Figure 1. Placed standard cells.
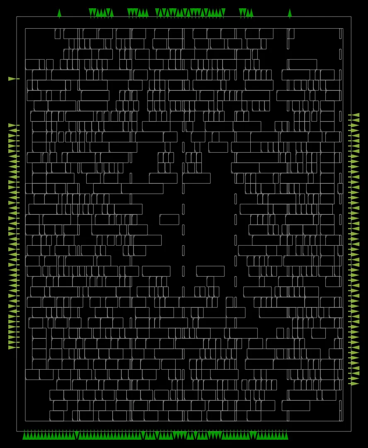
Figure 2. Sequential cells grouped by signal name.
Scale bar: 20 um. Other cells in grey.
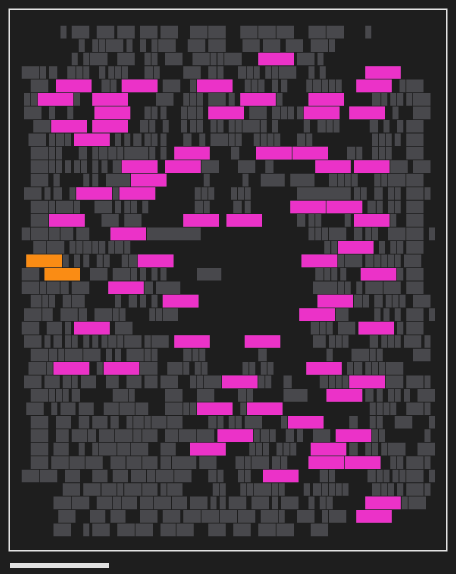
Figure 3. Clock distribution.
Scale bar: 20 um.
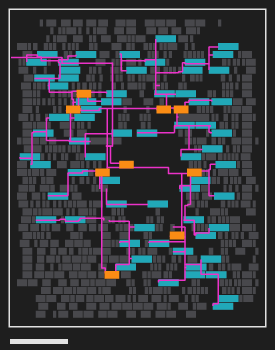
File: config.mk
export PLATFORM = sky130hd
export DESIGN_NAME = hazard_ctrl_flat
export DESIGN_NICKNAME = d
export VERILOG_FILES = /design/src/rtl/hazard_ctrl_if.sv /design/src/rtl/hazard_ctrl.sv /design/src/flat_wrapper.sv
export SDC_FILE = /design/constraint.sdc
export NUM_CORES = 1
export LEC_CHECK = 0
export CORE_ASPECT_RATIO = 1.25
export CORE_MARGIN = 2
export CORE_UTILIZATION = 41
export DETAILED_ROUTE_END_ITERATION = 16
export MAX_ROUTING_LAYER = met4
export PLACE_DENSITY = 0.82
export SYNTH_ARGS = -nofsm -noshare
export SYNTH_HDL_FRONTEND = slang
export SYNTH_SLANG_ARGS = --single-unit
File: constraint.sdc
create_clock -name clk -period 7.5 [get_ports clk]
set_input_delay 1.875 -clock clk [delete_from_list [all_inputs] [get_ports clk]]
set_output_delay 1.875 -clock clk [all_outputs]
set_load 0.02 [all_outputs]
File: src/rtl/hazard_ctrl_if.sv
// rtl/hazard_ctrl_if.sv - shared hazard-control types and the pipeline/hazard signal bundle
package hazard_ctrl_pkg;

   typedef struct packed {
      logic regwrite;
      logic memread;
      logic memwrite;
      logic pcreg;
   } control_t;

   typedef enum logic [2:0] {
      FWD_REGS    = 3'd0,
      FWD_RESULT  = 3'd1,
      FWD_PCPLUS4 = 3'd2,
      FWD_WD      = 3'd3,
      FWD_SREGWD  = 3'd4
   } fwd_sel_t;

   typedef struct packed {
      fwd_sel_t eforward1;
      fwd_sel_t eforward2;
      fwd_sel_t mforward2;
      fwd_sel_t dforward1;
      fwd_sel_t dforward2;
   } fwt_t;

endpackage

interface hazard_ctrl_if;
   logic [4:0]                d_ra1, d_ra2;
   logic [4:0]                e_ra1, e_ra2, e_dst;
   hazard_ctrl_pkg::control_t e_ctl;
   logic [4:0]                m_dst, m_ra2;
   hazard_ctrl_pkg::control_t m_ctl;
   logic [4:0]                w_dst;
   logic                      w_regwrite;
   logic [4:0]                s_wa;
   logic                      s_has;
   logic                      e_redirect;
   logic [63:0]               e_target;
   logic                      i_busy, d_busy;
   logic                      stall_f, stall_d, stall_e, stall_m;
   logic                      flush_d, flush_e, flush_m;
   hazard_ctrl_pkg::fwt_t     fwd;
   logic                      pc_sel;
   logic [63:0]               pc_target;
   logic [1:0]                state_o;

   // hazard controller side
   modport master (
      input  d_ra1, d_ra2, e_ra1, e_ra2, e_dst, e_ctl, m_dst, m_ra2, m_ctl,
             w_dst, w_regwrite, s_wa, s_has, e_redirect, e_target, i_busy, d_busy,
      output stall_f, stall_d, stall_e, stall_m, flush_d, flush_e, flush_m,
             fwd, pc_sel, pc_target, state_o
   );

   // pipeline side
   modport slave (
      output d_ra1, d_ra2, e_ra1, e_ra2, e_dst, e_ctl, m_dst, m_ra2, m_ctl,
             w_dst, w_regwrite, s_wa, s_has, e_redirect, e_target, i_busy, d_busy,
      input  stall_f, stall_d, stall_e, stall_m, flush_d, flush_e, flush_m,
             fwd, pc_sel, pc_target, state_o
   );
endinterface

File: src/rtl/hazard_ctrl.sv
// rtl/hazard_ctrl.sv - pipeline hazard controller; HAZARD_FORWARD_EN enables operand forwarding
module hazard_ctrl
   import hazard_ctrl_pkg::*;
(
   input  logic          clk,
   input  logic          reset,
   hazard_ctrl_if.master hz
);

   typedef enum logic [1:0] {
      ST_RUN   = 2'd0,
      ST_LDUSE = 2'd1,
      ST_DWAIT = 2'd2,
      ST_RPEND = 2'd3
   } state_t;

   state_t      state_q, state_d;
   logic [63:0] target_q, target_d;

   logic        stall_f, stall_d, stall_e, stall_m;
   logic        flush_d, flush_e, flush_m;
   logic        pc_sel;
   logic [63:0] pc_target;
   fwt_t        fwd_c;
   logic        load_use, hazard;
   state_t      hazard_state;

   function automatic logic hit(input logic [4:0] dst, input logic wr, input logic [4:0] src);
      return wr && (dst != 5'd0) && (dst == src);
   endfunction

   assign load_use = hz.e_ctl.memread && (hz.e_dst != 5'd0) &&
                     ((hz.e_dst == hz.d_ra1) || (hz.e_dst == hz.d_ra2));

`ifdef HAZARD_FORWARD_EN
   function automatic fwd_sel_t e_pick(input logic [4:0] src, input logic [4:0] m_dst,
                                       input control_t m_ctl, input logic [4:0] w_dst,
                                       input logic w_wr, input logic [4:0] s_wa, input logic s_has);
      if (hit(m_dst, m_ctl.regwrite, src) && !m_ctl.memread)
         return m_ctl.pcreg ? FWD_PCPLUS4 : FWD_RESULT;
      if (hit(w_dst, w_wr, src))
         return FWD_WD;
      if (hit(s_wa, s_has, src))
         return FWD_SREGWD;
      return FWD_REGS;
   endfunction

   function automatic fwd_sel_t d_pick(input logic [4:0] src, input logic [4:0] w_dst,
                                       input logic w_wr, input logic [4:0] s_wa, input logic s_has);
      if (hit(w_dst, w_wr, src))
         return FWD_WD;
      if (hit(s_wa, s_has, src))
         return FWD_SREGWD;
      return FWD_REGS;
   endfunction

   // Forwarding selects, nearest producer first
   always_comb begin
      fwd_c.eforward1 = e_pick(hz.e_ra1, hz.m_dst, hz.m_ctl, hz.w_dst, hz.w_regwrite, hz.s_wa, hz.s_has);
      fwd_c.eforward2 = e_pick(hz.e_ra2, hz.m_dst, hz.m_ctl, hz.w_dst, hz.w_regwrite, hz.s_wa, hz.s_has);
      fwd_c.mforward2 = (hz.m_ctl.memwrite && hit(hz.w_dst, hz.w_regwrite, hz.m_ra2)) ? FWD_WD : FWD_REGS;
      fwd_c.dforward1 = d_pick(hz.d_ra1, hz.w_dst, hz.w_regwrite, hz.s_wa, hz.s_has);
      fwd_c.dforward2 = d_pick(hz.d_ra2, hz.w_dst, hz.w_regwrite, hz.s_wa, hz.s_has);
   end

   assign hazard       = load_use;
   assign hazard_state = ST_LDUSE;
`else
   // Without forwarding every operand comes from the register file
   always_comb begin
      fwd_c.eforward1 = FWD_REGS;
      fwd_c.eforward2 = FWD_REGS;
      fwd_c.mforward2 = FWD_REGS;
      fwd_c.dforward1 = FWD_REGS;
      fwd_c.dforward2 = FWD_REGS;
   end

   // Any in-flight producer of a D source holds D until it has written back
   assign hazard = load_use ||
                   hit(hz.e_dst, hz.e_ctl.regwrite, hz.d_ra1) || hit(hz.e_dst, hz.e_ctl.regwrite, hz.d_ra2) ||
                   hit(hz.m_dst, hz.m_ctl.regwrite, hz.d_ra1) || hit(hz.m_dst, hz.m_ctl.regwrite, hz.d_ra2) ||
                   hit(hz.w_dst, hz.w_regwrite, hz.d_ra1)     || hit(hz.w_dst, hz.w_regwrite, hz.d_ra2);
   assign hazard_state = ST_RUN;
`endif

   logic unused_ctl;
   assign unused_ctl = &{1'b0, hz.e_ctl, hz.m_ctl, hz.m_ra2, hz.s_wa, hz.s_has};

   // State and latched redirect target; reset drops any pending redirect
   always_ff @(posedge clk) begin
      if (reset) begin
         state_q  <= ST_RUN;
         target_q <= '0;
      end else begin
         state_q  <= state_d;
         target_q <= target_d;
      end
   end

   // Next state and stall/flush/redirect outputs, with the reset override last
   always_comb begin
      state_d   = state_q;
      target_d  = target_q;
      stall_f   = 1'b0;
      stall_d   = 1'b0;
      stall_e   = 1'b0;
      stall_m   = 1'b0;
      flush_d   = 1'b0;
      flush_e   = 1'b0;
      flush_m   = 1'b0;
      pc_sel    = 1'b0;
      pc_target = hz.e_target;
      if (state_q == ST_RPEND) begin
         // wrong-path fetch is drained; a memory wait only freezes M and keeps the target
         stall_f   = 1'b1;
         flush_d   = 1'b1;
         flush_e   = 1'b1;
         pc_target = target_q;
         if (hz.d_busy) begin
            stall_m = 1'b1;
         end else if (!hz.i_busy) begin
            pc_sel  = 1'b1;
            state_d = ST_RUN;
         end
      end else if (hz.d_busy) begin
         // freeze the whole pipe; bubble into M so W does not repeat its write
         stall_f = 1'b1;
         stall_d = 1'b1;
         stall_e = 1'b1;
         stall_m = 1'b1;
         flush_m = 1'b1;
         state_d = ST_DWAIT;
      end else begin
         // RUN, LDUSE and the DWAIT release cycle share one evaluation
         state_d = ST_RUN;
         if (hz.e_redirect && hz.i_busy) begin
            stall_f  = 1'b1;
            flush_d  = 1'b1;
            flush_e  = 1'b1;
            target_d = hz.e_target;
            state_d  = ST_RPEND;
         end else if (hz.e_redirect) begin
            pc_sel  = 1'b1;
            flush_d = 1'b1;
            flush_e = 1'b1;
         end else if (hazard) begin
            stall_f = 1'b1;
            stall_d = 1'b1;
            flush_e = 1'b1;
            state_d = hazard_state;
         end else if (hz.i_busy) begin
            stall_f = 1'b1;
            flush_d = 1'b1;
         end
      end
      if (reset) begin
         stall_f  = 1'b0;
         stall_d  = 1'b0;
         stall_e  = 1'b0;
         stall_m  = 1'b0;
         flush_d  = 1'b1;
         flush_e  = 1'b1;
         flush_m  = 1'b1;
         pc_sel   = 1'b0;
         state_d  = ST_RUN;
         target_d = '0;
      end
   end

   assign hz.stall_f   = stall_f;
   assign hz.stall_d   = stall_d;
   assign hz.stall_e   = stall_e;
   assign hz.stall_m   = stall_m;
   assign hz.flush_d   = flush_d;
   assign hz.flush_e   = flush_e;
   assign hz.flush_m   = flush_m;
   assign hz.pc_sel    = pc_sel;
   assign hz.pc_target = pc_target;
   assign hz.fwd       = reset ? fwt_t'('0) : fwd_c;
   assign hz.state_o   = state_q;

endmodule
File: src/flat_wrapper.sv
// flat-port wrapper written by rule: the top's interface ports become plain ports
module hazard_ctrl_flat import hazard_ctrl_pkg::*;
  (clk, reset, hz_d_ra1, hz_d_ra2, hz_e_ra1, hz_e_ra2, hz_e_dst, hz_e_ctl, hz_m_dst, hz_m_ra2, hz_m_ctl, hz_w_dst, hz_w_regwrite, hz_s_wa, hz_s_has, hz_e_redirect, hz_e_target, hz_i_busy, hz_d_busy, hz_stall_f, hz_stall_d, hz_stall_e, hz_stall_m, hz_flush_d, hz_flush_e, hz_flush_m, hz_fwd, hz_pc_sel, hz_pc_target, hz_state_o);
  hazard_ctrl_if hz_i ();
  input  logic clk;
  input  logic reset;
  input wire logic [$bits(hz_i.d_ra1)-1:0] hz_d_ra1;
  input wire logic [$bits(hz_i.d_ra2)-1:0] hz_d_ra2;
  input wire logic [$bits(hz_i.e_ra1)-1:0] hz_e_ra1;
  input wire logic [$bits(hz_i.e_ra2)-1:0] hz_e_ra2;
  input wire logic [$bits(hz_i.e_dst)-1:0] hz_e_dst;
  input wire logic [$bits(hz_i.e_ctl)-1:0] hz_e_ctl;
  input wire logic [$bits(hz_i.m_dst)-1:0] hz_m_dst;
  input wire logic [$bits(hz_i.m_ra2)-1:0] hz_m_ra2;
  input wire logic [$bits(hz_i.m_ctl)-1:0] hz_m_ctl;
  input wire logic [$bits(hz_i.w_dst)-1:0] hz_w_dst;
  input wire logic [$bits(hz_i.w_regwrite)-1:0] hz_w_regwrite;
  input wire logic [$bits(hz_i.s_wa)-1:0] hz_s_wa;
  input wire logic [$bits(hz_i.s_has)-1:0] hz_s_has;
  input wire logic [$bits(hz_i.e_redirect)-1:0] hz_e_redirect;
  input wire logic [$bits(hz_i.e_target)-1:0] hz_e_target;
  input wire logic [$bits(hz_i.i_busy)-1:0] hz_i_busy;
  input wire logic [$bits(hz_i.d_busy)-1:0] hz_d_busy;
  output wire logic [$bits(hz_i.stall_f)-1:0] hz_stall_f;
  output wire logic [$bits(hz_i.stall_d)-1:0] hz_stall_d;
  output wire logic [$bits(hz_i.stall_e)-1:0] hz_stall_e;
  output wire logic [$bits(hz_i.stall_m)-1:0] hz_stall_m;
  output wire logic [$bits(hz_i.flush_d)-1:0] hz_flush_d;
  output wire logic [$bits(hz_i.flush_e)-1:0] hz_flush_e;
  output wire logic [$bits(hz_i.flush_m)-1:0] hz_flush_m;
  output wire logic [$bits(hz_i.fwd)-1:0] hz_fwd;
  output wire logic [$bits(hz_i.pc_sel)-1:0] hz_pc_sel;
  output wire logic [$bits(hz_i.pc_target)-1:0] hz_pc_target;
  output wire logic [$bits(hz_i.state_o)-1:0] hz_state_o;
  assign hz_i.d_ra1 = hz_d_ra1;
  assign hz_i.d_ra2 = hz_d_ra2;
  assign hz_i.e_ra1 = hz_e_ra1;
  assign hz_i.e_ra2 = hz_e_ra2;
  assign hz_i.e_dst = hz_e_dst;
  assign hz_i.e_ctl = hz_e_ctl;
  assign hz_i.m_dst = hz_m_dst;
  assign hz_i.m_ra2 = hz_m_ra2;
  assign hz_i.m_ctl = hz_m_ctl;
  assign hz_i.w_dst = hz_w_dst;
  assign hz_i.w_regwrite = hz_w_regwrite;
  assign hz_i.s_wa = hz_s_wa;
  assign hz_i.s_has = hz_s_has;
  assign hz_i.e_redirect = hz_e_redirect;
  assign hz_i.e_target = hz_e_target;
  assign hz_i.i_busy = hz_i_busy;
  assign hz_i.d_busy = hz_d_busy;
  assign hz_stall_f = hz_i.stall_f;
  assign hz_stall_d = hz_i.stall_d;
  assign hz_stall_e = hz_i.stall_e;
  assign hz_stall_m = hz_i.stall_m;
  assign hz_flush_d = hz_i.flush_d;
  assign hz_flush_e = hz_i.flush_e;
  assign hz_flush_m = hz_i.flush_m;
  assign hz_fwd = hz_i.fwd;
  assign hz_pc_sel = hz_i.pc_sel;
  assign hz_pc_target = hz_i.pc_target;
  assign hz_state_o = hz_i.state_o;
  hazard_ctrl u_core (.clk(clk), .reset(reset), .hz(hz_i));
endmodule
==> summary.rpt <==
======================================================================================================
Number of buffers inserted by post-CTS setup repair .....................................            0
Total of buffers placed on input and output ports .......................................          171
Most frequent cell after synthesis ...................................................... sky130_fd_sc_hd__nand2_1
Hold Path Depth .........................................................................            2
Post-synthesis to final-layout area growth ..............................................        52.6%
Area used by sequential logic in the layout ............................................. 0.00132 mm^2
Global-route wire length before repair ..................................................     17000 um
Number of gates given a new drive strength after cts ....................................            0
Run status .............................................................................. finished clean
Maxcap violations .......................................................................            0
Most used cells in the layout excluding fill and tap cells .............................. 328 x sky130_fd_sc_hd__nand2_1, 170 x sky130_fd_sc_hd__clkdlybuf4s50_1, 66 x sky130_fd_sc_hd__a21oi_1, 66 x sky130_fd_sc_hd__dfxtp_1, 30 x sky130_fd_sc_hd__xnor2_1
Final Hold Violating Endpoints ..........................................................            0
Number of fillers in the final layout ...................................................          786
Die X ...................................................................................      88.2 um
R2R Path End ............................................................................ u_core.target_q[32]
Reg2Reg Setup Slack .....................................................................      4.66 ns
Busiest layer in global routing .........................................................         met2
Ys cells ................................................................................          580
Clock transition at the register clock pins on the worst setup and hold paths after CTS .      0.07 ns
Non-clock buffer area fraction after layout .............................................        31.2%
Fraction of the core area occupied by cells at floorplan ................................        41.9%
Count of cell types in the netlist ......................................................           27
======================================================================================================
Notes on Figure 1 above:
Std-Cell Rows: 38
sequential cell count: 66
Final Non-Filler Cells: 852
# Taps: 120

Notes on Figure 2 above:
u_core.target_q: shown in magenta, placed flops 64, where all over the die. u_core.hz.state_o: shown in orange, placed flops 2.

Notes on Figure 3 above:
clock wires: shown in magenta, length 823 um. clock drivers: shown in orange, count 9. flip-flops: shown in cyan, count 66.
There are 10 routed clock nets. Position of the flops: all over the die.
clock latency of the later-clocked register in the worst-skew pair: 0.34 ns
clock network power share: 35.1%

No activity file was given, so power comes from the tool's default toggle rates.
